**Cells coloured by class**

Bar = 10 um. Fill, decap, tap and diode cells in grey.
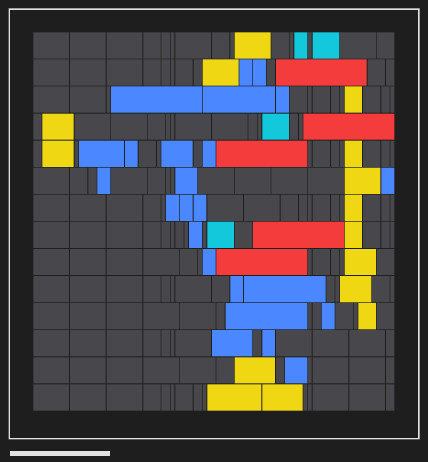
**Routing congestion**

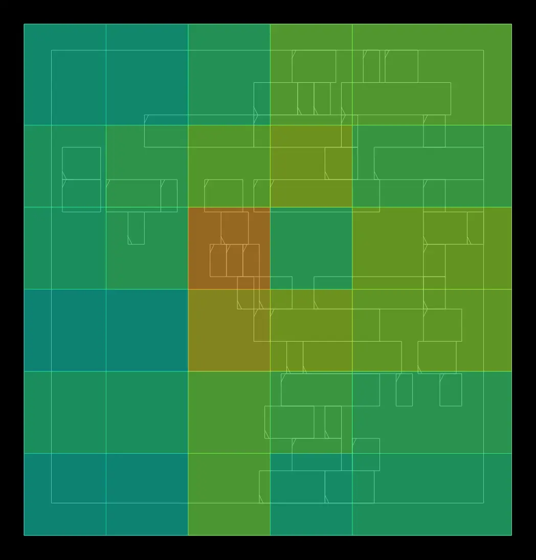
**Port wiring**

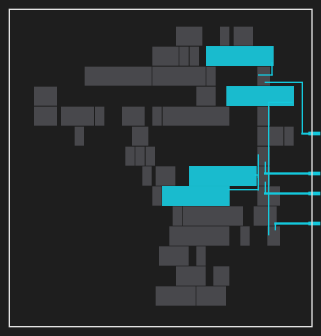
**Cell area per tile**

8 x 9 tiles, from white (low) to dark blue (high), 0 to 100% covered.
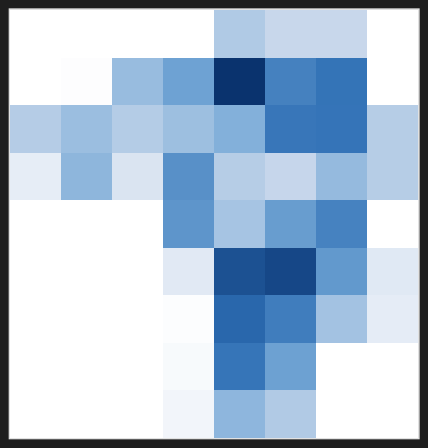
**config.mk**
```make
export PLATFORM = sky130hd
export DESIGN_NAME = carry_select_adder
export DESIGN_NICKNAME = d
export VERILOG_FILES = /design/src/rtl/carry_select_adder_pkg.sv /design/src/rtl/csa_ripple_block.sv /design/src/rtl/carry_select_adder.sv
export SDC_FILE = /design/constraint.sdc
export NUM_CORES = 1
export LEC_CHECK = 0
export ABC_AREA = 1
export CAP_MARGIN = 20
export CORE_AREA = 2 2 39 41
export CTS_CLUSTER_DIAMETER = 30
export CTS_CLUSTER_SIZE = 30
export DETAILED_ROUTE_END_ITERATION = 16
export DIE_AREA = 0 0 41 43
export PLACE_DENSITY = 0.53
export SETUP_SLACK_MARGIN = 0.1
export SYNTH_ARGS = -nofsm -noshare
export SYNTH_HDL_FRONTEND = slang
export SYNTH_SLANG_ARGS = --single-unit
```
**constraint.sdc**
```tcl
create_clock -name clk -period 0.8 [get_ports clk]
set_input_delay 0.12 -clock clk [delete_from_list [all_inputs] [get_ports clk]]
set_output_delay 0.12 -clock clk [all_outputs]
set_load 0.005 [all_outputs]
```
**src/rtl/carry_select_adder_pkg.sv**
```systemverilog
// Shared helpers for the carry-select adder: segment-count arithmetic.
// Latency: n/a (compile-time only).
// Backpressure: n/a.
package carry_select_adder_pkg;

    function automatic int csa_ceil_div(input int n, input int d);
        return (n + d - 1) / d;
    endfunction

endpackage

```
**src/rtl/csa_ripple_block.sv**
```systemverilog
// W-bit ripple-carry adder segment, purely combinational.
// Latency: 0 cycles.
// Backpressure: none.
module csa_ripple_block #(
    parameter int W = 2
) (
    input  logic [W-1:0] a,
    input  logic [W-1:0] b,
    input  logic         cin,
    output logic [W-1:0] sum,
    output logic         cout
);

    logic c;

    always_comb begin
        c   = cin;
        sum = '0;
        for (int i = 0; i < W; i++) begin
            sum[i] = a[i] ^ b[i] ^ c;
            c      = (a[i] & b[i]) | (c & (a[i] ^ b[i]));
        end
        cout = c;
    end

endmodule

```
**src/rtl/carry_select_adder.sv**
```systemverilog
// WIDE-bit carry-select adder (a + b + carry_go) with registered sum/carry-out.
// Latency: 1 cycle, new result every cycle.
// Backpressure: none, outputs hold between clock edges.
module carry_select_adder
    import carry_select_adder_pkg::*;
#(
    parameter int WIDE  = 4,
    parameter int BLOCK = 2
) (
    input  logic            clk,
    input  logic            reset,
    input  logic [WIDE-1:0] a,
    input  logic [WIDE-1:0] b,
    input  logic            carry_go,
    output logic [WIDE-1:0] sum,
    output logic            carry_get
);

    localparam int NSEG   = csa_ceil_div(WIDE, BLOCK);
    localparam int LAST_W = WIDE - (NSEG - 1) * BLOCK;

    logic [WIDE-1:0] sum_c;
    logic            carry_c;

    for (genvar k = 0; k < NSEG; k++) begin : gen_seg
        localparam int LO = k * BLOCK;
        localparam int W  = (k == NSEG - 1) ? LAST_W : BLOCK;

        logic [W-1:0] seg_sum;
        logic         seg_cout;

        if (k == 0) begin : gen_first
            csa_ripple_block #(.W(W)) u_rca (
                .a    (a[LO +: W]),
                .b    (b[LO +: W]),
                .cin  (carry_go),
                .sum  (seg_sum),
                .cout (seg_cout)
            );
        end else begin : gen_sel
            logic [W-1:0] sum0, sum1;
            logic         cout0, cout1;
            logic         seg_cin;

            // Both candidates settle in parallel; only the mux sits on the chain.
            csa_ripple_block #(.W(W)) u_rca0 (
                .a    (a[LO +: W]),
                .b    (b[LO +: W]),
                .cin  (1'b0),
                .sum  (sum0),
                .cout (cout0)
            );
            csa_ripple_block #(.W(W)) u_rca1 (
                .a    (a[LO +: W]),
                .b    (b[LO +: W]),
                .cin  (1'b1),
                .sum  (sum1),
                .cout (cout1)
            );

            assign seg_cin  = gen_seg[k-1].seg_cout;
            assign seg_sum  = seg_cin ? sum1  : sum0;
            assign seg_cout = seg_cin ? cout1 : cout0;
        end

        assign sum_c[LO +: W] = seg_sum;
    end

    assign carry_c = gen_seg[NSEG-1].seg_cout;

    always_ff @(posedge clk or posedge reset) begin
        if (reset) begin
            sum       <= '0;
            carry_get <= 1'b0;
        end else begin
            sum       <= sum_c;
            carry_get <= carry_c;
        end
    end

endmodule

```
==> out/qor.txt <==
Clk_buf instances: 4
Most flops, register: sum
Vias per cell: 3.516
Clock buffer count from CTS: 3
Clock-pin slew on the worst setup and hold paths: 0.04 ns
Boundary pin count: 16
Placed cell area: 469.2 sq um
Post-route insts no fill: 64
Top cells by count: inv_1, dfrtp_1, nand2_1
Slew @ Worst Pin: 0.1862 ns
Most instantiated logic cells after routing: inv_1, dfrtp_1, buf_2, dlygate4sd2_1
Routed WL: 487 um
Setup TNS: -1.419 ns
GR Overflow Total: 0
Slew margin rel.: 0.8757
Tool warnings: 30
Compound Share, Synth: 0.01770
Root buf cell: clkbuf_4
Inverters excl. clock: 14
Clock-cell share of area: 0.05357
Post-DP HPWL: 407.6 um
Hold Vio Cnt, Final: 0
Flop share of the area: 0.2551
Post-synth EDFFs: 0
Combinational share of cell area: 0.2628
Clock Power Share: 0.361
Mux share: 0
Clk power: 0.281 mW
Slowest library cell on the worst path: fa_1
Seq cells: 5
Status: complete, but fails checks
CTS tree: yes
Fraction of registers with async set/reset: 1.000
Combinational gates: 10
Synth Cell Area: 282.8 sq um
GPL Wtd Cong: 0.6282
WP data arrival: 1.51 ns
Setup WS post-layout: -0.5768 ns
Share of cells above drive strength 1: 0.4375
XORs/XNORs by Area: 0
Critical path class: primary input to flop
Setup Viol. Count Final: 9
Main logic family after synthesis: adder cells
DRT Pass-1 Iters: 1
FILL cells: 155
Inserted Diodes: 0
Mean Syn Cell Area: 9.751 sq um
Top cells, area: dfrtp_1, fa_1, inv_1
Synth Instances: 29
Largest cell class by area: logic gates
Post-CTS Resized: 41
Yosys stat chip area: 282.8 sq um
Drt wl/cell: 7.609 um
# Cells Yosys: 29
Synth warn: 0
DRC: 0
Via Count: 225
Fin crit period: 1.377 ns
Leak: 0.2659 nW
Largest net degree at the start of global routing: 6
Cell Int Power: 0.5892 mW
Largest regs: sum: 4 flops, carry_get: 1 flops
Postcts setup bufs: 0
Switching pwr: 0.1901 mW
IO Port Bufs: 15
Violated checks: setup timing
Main synth FF type: dfrtp_1
Total nets after synthesis: 45
Synth-to-Final Area Change: 73.45%
Back to the opening pictures, 'cells coloured by class':
| colour | class | cells |
|---|---|---|
| yellow | other buffers and delay cells | 15 |
| blue | all other logic | 24 |
| red | flops | 5 |
| cyan | clock drivers and dummy loads | 4 |
Design Area, Final: 490.5 sq um
core area: 1384 sq um
Std-Cell Rows: 14

Back to the opening pictures, 'routing congestion':
Final Core Density: 0.3544
met1 usage: 0.07190
met3 GRT Util: 0.04712
met2 global-route usage: 0.1125
Global Route Usage Sum: 0.08274

Back to the opening pictures, 'port wiring':
| colour | port | bits | direction | end cells | wire |
|---|---|---|---|---|---|
| cyan | sum | 4 | output | 4 | 67.5 um |

Back to the opening pictures, 'cell area per tile':
emptiest ninth of the die: lower left
tiles over 75% full: 5.6%
mean over tiles: 27%
fullest tile: 99%
nearly empty tiles: 40%

==> metal layers <==
| metal | part of all wire | track usage |
|---|---|---|
| met2 | 0.52 | 0.1125 |
| met5 | 0 | 0 |
| met3 | 0.13 | 0.04712 |
| met4 | 0.027 | 0.1000 |
| met1 | 0.32 | 0.07190 |
==> worst max-delay path: cells and delay by family <==
family	cells	cell delay [ns]
buffers and inverters	4	0.21
adder cells (fa/ha/maj)	3	1.05
AND-OR/OR-AND	1	0.05
AND/OR/NAND/NOR	1	0.08
==> path summary, 6_finish.rpt <==
path                          start  slack [ns]     end
max in group asynchronous     reset        0.56  sum[2]
min in group clk               a[0]        0.28  sum[0]
worst max-delay path       carry_go       -0.58  sum[3]
worst min-delay path          reset        0.08  sum[0]
Power and IR drop assume default switching activity.
